[config.mk]
export PLATFORM = sky130hd
export DESIGN_NAME = count_sequencer
export DESIGN_NICKNAME = d
export VERILOG_FILES = /design/src/rtl/count_sequencer.sv
export SDC_FILE = /design/constraint.sdc
export NUM_CORES = 1
export LEC_CHECK = 0
export CAP_MARGIN = 20
export CORE_UTILIZATION = 31
export CTS_BUF_LIST = sky130_fd_sc_hd__clkbuf_4
export DETAILED_ROUTE_END_ITERATION = 7
export PLACE_DENSITY = 0.5
export SYNTH_ARGS = -nofsm -noshare
export SYNTH_HDL_FRONTEND = slang
export SYNTH_SLANG_ARGS = --single-unit
[constraint.sdc]
create_clock -name Clk -period 2.6 [get_ports Clk]
set_clock_uncertainty 0.2 [all_clocks]
set_input_delay 0.65 -clock Clk [delete_from_list [all_inputs] [get_ports Clk]]
set_output_delay 0.65 -clock Clk [all_outputs]
set_load 0.05 [all_outputs]
[src/rtl/count_sequencer.sv]
// Run/pause/step controller for a synchronous up counter: debounced buttons,
// switch-selected count-enable rate, optional one-shot stop at terminal carry.

module count_sequencer_btn #(
  parameter int DEBOUNCE = 1_000_000
) (
  input  logic clk,
  input  logic rst_n,
  input  logic raw,
  output logic press
);
  localparam int DW = $clog2(DEBOUNCE + 1);

  logic          sync1, sync2;
  logic          level, level_q;
  logic [DW-1:0] cnt;

  // NOTE: reset is sampled on the clock edge, so it lives inside always_ff
  // and every state bit gets a defined value on the reset branch.
  always_ff @(posedge clk) begin
    if (!rst_n) begin
      sync1   <= 1'b0;
      sync2   <= 1'b0;
      level   <= 1'b0;
      level_q <= 1'b0;
      cnt     <= '0;
      press   <= 1'b0;
    end else begin
      // NOTE: non-blocking assignments let the synchronizer chain shift by
      // exactly one stage per edge regardless of statement order.
      sync1   <= raw;
      sync2   <= sync1;
      level_q <= level;
      press   <= level & ~level_q;
      // A single cycle of agreement restarts the stability count.
      if (sync2 == level) begin
        cnt <= '0;
      end else if (cnt == DW'(DEBOUNCE - 1)) begin
        level <= sync2;
        cnt   <= '0;
      end else begin
        cnt <= cnt + 1'b1;
      end
    end
  end
endmodule

module count_sequencer #(
  parameter int DIV0     = 50_000_000,
  parameter int DIV1     = 25_000_000,
  parameter int DIV2     = 12_500_000,
  parameter int DIV3     = 6_250_000,
  parameter int DEBOUNCE = 1_000_000
) (
  input  logic       Clk,
  input  logic       Rst,
  input  logic [1:0] RateSel,
  input  logic       BtnRun,
  input  logic       BtnStep,
  input  logic       Mode,
  input  logic       Carry,
  output logic       CountEn,
  output logic       CountClr,
  output logic [1:0] State
);
  localparam int MAX01 = (DIV0 > DIV1) ? DIV0 : DIV1;
  localparam int MAX23 = (DIV2 > DIV3) ? DIV2 : DIV3;
  localparam int DMAX  = (MAX01 > MAX23) ? MAX01 : MAX23;
  localparam int PW    = $clog2(DMAX);

  typedef enum logic [1:0] {
    IDLE  = 2'b00,
    RUN   = 2'b01,
    PAUSE = 2'b10,
    DONE  = 2'b11
  } state_t;

  state_t        state;
  logic [PW-1:0] presc;
  logic [PW-1:0] div_last;
  logic [1:0]    rate_q;
  logic          run_press, step_press;
  logic          tick, rate_chg, stop_hit;

  count_sequencer_btn #(.DEBOUNCE(DEBOUNCE)) u_run (
    .clk   (Clk),
    .rst_n (Rst),
    .raw   (BtnRun),
    .press (run_press)
  );

  count_sequencer_btn #(.DEBOUNCE(DEBOUNCE)) u_step (
    .clk   (Clk),
    .rst_n (Rst),
    .raw   (BtnStep),
    .press (step_press)
  );

  always_comb begin
    case (RateSel)
      2'b00:   div_last = PW'(DIV0 - 1);
      2'b01:   div_last = PW'(DIV1 - 1);
      2'b10:   div_last = PW'(DIV2 - 1);
      default: div_last = PW'(DIV3 - 1);
    endcase
  end

  assign tick     = (presc == div_last);
  assign rate_chg = (RateSel != rate_q);
  assign stop_hit = Mode & Carry;
  assign State    = state;

  // Pulses default low every cycle; the prescaler defaults to 0 so it only
  // advances while RUN stays in RUN.
  always_ff @(posedge Clk) begin
    if (!Rst) begin
      state    <= IDLE;
      CountEn  <= 1'b0;
      CountClr <= 1'b0;
      presc    <= '0;
      rate_q   <= 2'b00;
    end else begin
      rate_q   <= RateSel;
      CountEn  <= 1'b0;
      CountClr <= 1'b0;
      presc    <= '0;
      case (state)
        IDLE: begin
          if (run_press) begin
            state <= RUN;
          end else if (step_press) begin
            CountEn <= 1'b1;
            state   <= PAUSE;
          end
        end
        RUN: begin
          if (stop_hit) begin
            state <= DONE;
          end else if (run_press) begin
            state <= PAUSE;
          end else if (!rate_chg) begin
            if (tick) CountEn <= 1'b1;
            else      presc   <= presc + 1'b1;
          end
        end
        PAUSE: begin
          if (run_press) begin
            state <= RUN;
          end else if (step_press) begin
            if (stop_hit) state   <= DONE;
            else          CountEn <= 1'b1;
          end
        end
        DONE: begin
          if (run_press) begin
            CountClr <= 1'b1;
            state    <= IDLE;
          end
        end
        default: state <= IDLE;
      endcase
    end
  end
endmodule

==> run_results.csv <==
group,metric,value,unit
outcome,run_status,"finished, final reports clean",
routing,dr.first_iter.drc_count,247,
critical_path,r2r.worst_path.cells,7,
cells_and_area,multiInputGateArea,2057,sq um
clock_tree,clock-sinks,82,
floorplan,floorplan.io_pins,12,
cells_and_area,seq_share,38.16,%
cells_and_area,area_growth_syn_to_layout,11.05,%
critical_path,critical_path.endpoint,"presc[19]",
routing,detail_route.wl_per_cell,11.77,um
synth,synthesized_registers,82,
floorplan,taps,168,
cells_and_area,stdcell_area,4302,sq um
placement,post-dp-hpwl,5151,um
clock_tree,clk_latency,450,ps
final_timing,slew_violations,0,
routing,wl_met1,3689,um
synth,ys_sh_mux,0.7752,%
final_timing,tightest_slew,674.8,ps
placement,port_buffers,11,
cells_and_area,registers_with_the_highest_flip_flop_counts,"presc: 26 flops, u_run.cnt: 20 flops, u_step.cnt: 20 flops",
synth,topCellsByArea,"sky130_fd_sc_hd__dfxtp_1 (42%), sky130_fd_sc_hd__xor2_1 (8.1%), sky130_fd_sc_hd__xnor2_1 (6.8%)",
synth,most_frequent_cell_after_synthesis,"sky130_fd_sc_hd__dfxtp_1",
floorplan,core_area,12110,sq um
critical_path,cp_num_cells,8,
synth,topCombFamilyByArea,"simple AND/OR/NAND/NOR gates",
final_timing,rsz0062_at_grt,"no",
synth,number_of_nets_in_the_synthesized_netlist,438,
critical_path,cp_cell_instances,"clkdlybuf4s50_1, buf_4, and2b_2, nand2_1, a2111oi_2, and4_1, buf_4, nor3_1",
cells_and_area,total_of_clock_buffers_placed_in_the_layout,9,
final_timing,finalHoldViolCount,0,
synth,synth_largest_type_area_fraction,42.38,%
final_timing,timing.max_slew.rel_slack,54.60,%
global_routing,overflow,0,
routing,met2RoutedLength,3236,um
worst_hold_path,hp-start,"u_run.level_q",
clock_tree,cts_tree,"done",
flow_run,openroad.warnings,26,
global_routing,met3_usage,3.560,%
global_routing,grt_pass1_vias,2745,
pwr,total_leakage_power,1.332,nW
final_timing,post_route_clock_period_utilization,93.72,%
critical_path,critical_path_data_arrival_time,2580,ps
cells_and_area,finalNetCount,459,
flow_run,max_cap_violations,0,
clock_tree,clk_root_buffer_cell,"sky130_fd_sc_hd__clkbuf_4",
cells_and_area,layout.sequential_cells,82,
synth,yosys_warns,0,
synth,syn-cell-area,3874,sq um
through the flow:
stage	hold slack, ps	setup WS [ps]	total power [mW]	TNS (ps)	utilization, %
5_1_grt	199.8	33.32	2.084	0	35.52
4_1_cts	192.1	103.2	2.021	0	35.50
3_3_place_gp	172.0	-299.8	1.352	-6549	34.59
6_report	189.3	163.4	1.979	0	35.52
2_1_floorplan	167.4	255.6	1.326	0	-
3_5_place_dp	173.8	-326.4	1.352	-7116	34.59
timing repair:
| item | in CTS | in global routing |
|---|---|---|
| endpoints found under the setup margin | 2 | 0 |
| setup buffers | 0 | 0 |
| gates resized | 2 | 0 |
power by group:
group          switching [mW]  total, mW  internal, mW  leakage (nW)
Sequential            0.00240       1.26          1.26         0.662
Clock                   0.463      0.656         0.192        0.0558
Combinational          0.0270     0.0595        0.0326         0.615
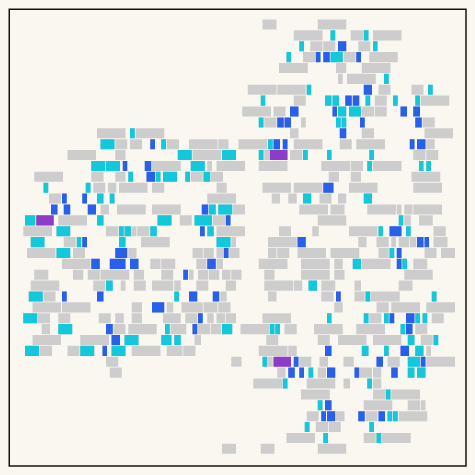
**Above:** gate families picked out.
(4 px per um)
legend:
  NAND gates:
    color: blue
    cells: 76
  NOR gates:
    color: cyan
    cells: 113
  adder and majority cells:
    color: purple
    cells: 3
share of cell area taken by multi-input logic gates: 47.82%
most common cell after layout, fill and taps aside: sky130_fd_sc_hd__dfxtp_1
non-filler cells, final: 622

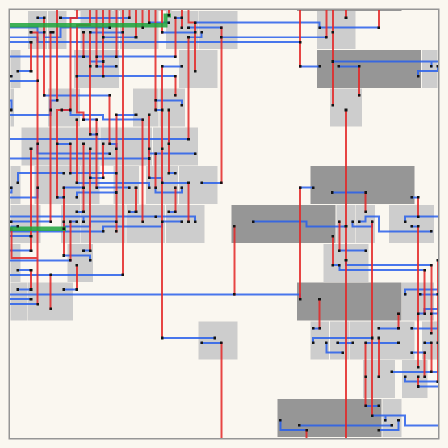
**Above:** close-up of the layout.
Region (42, 19) to (72, 49) um. Cells in gray, sequential cells in the stronger gray; small squares are vias.
legend:
  met2:
    color: red
  met1:
    color: blue
  met3:
    color: green
sequential cells in the window: 5
netlist names of flops here include: `u_run.cnt` (4), `u_run.sync1` (1)
cells with their middle in the window: 47
most frequent: buf_4 (6), dfxtp_1 (5)

Power figures rest on the tool's default switching activity, not on a simulated workload.
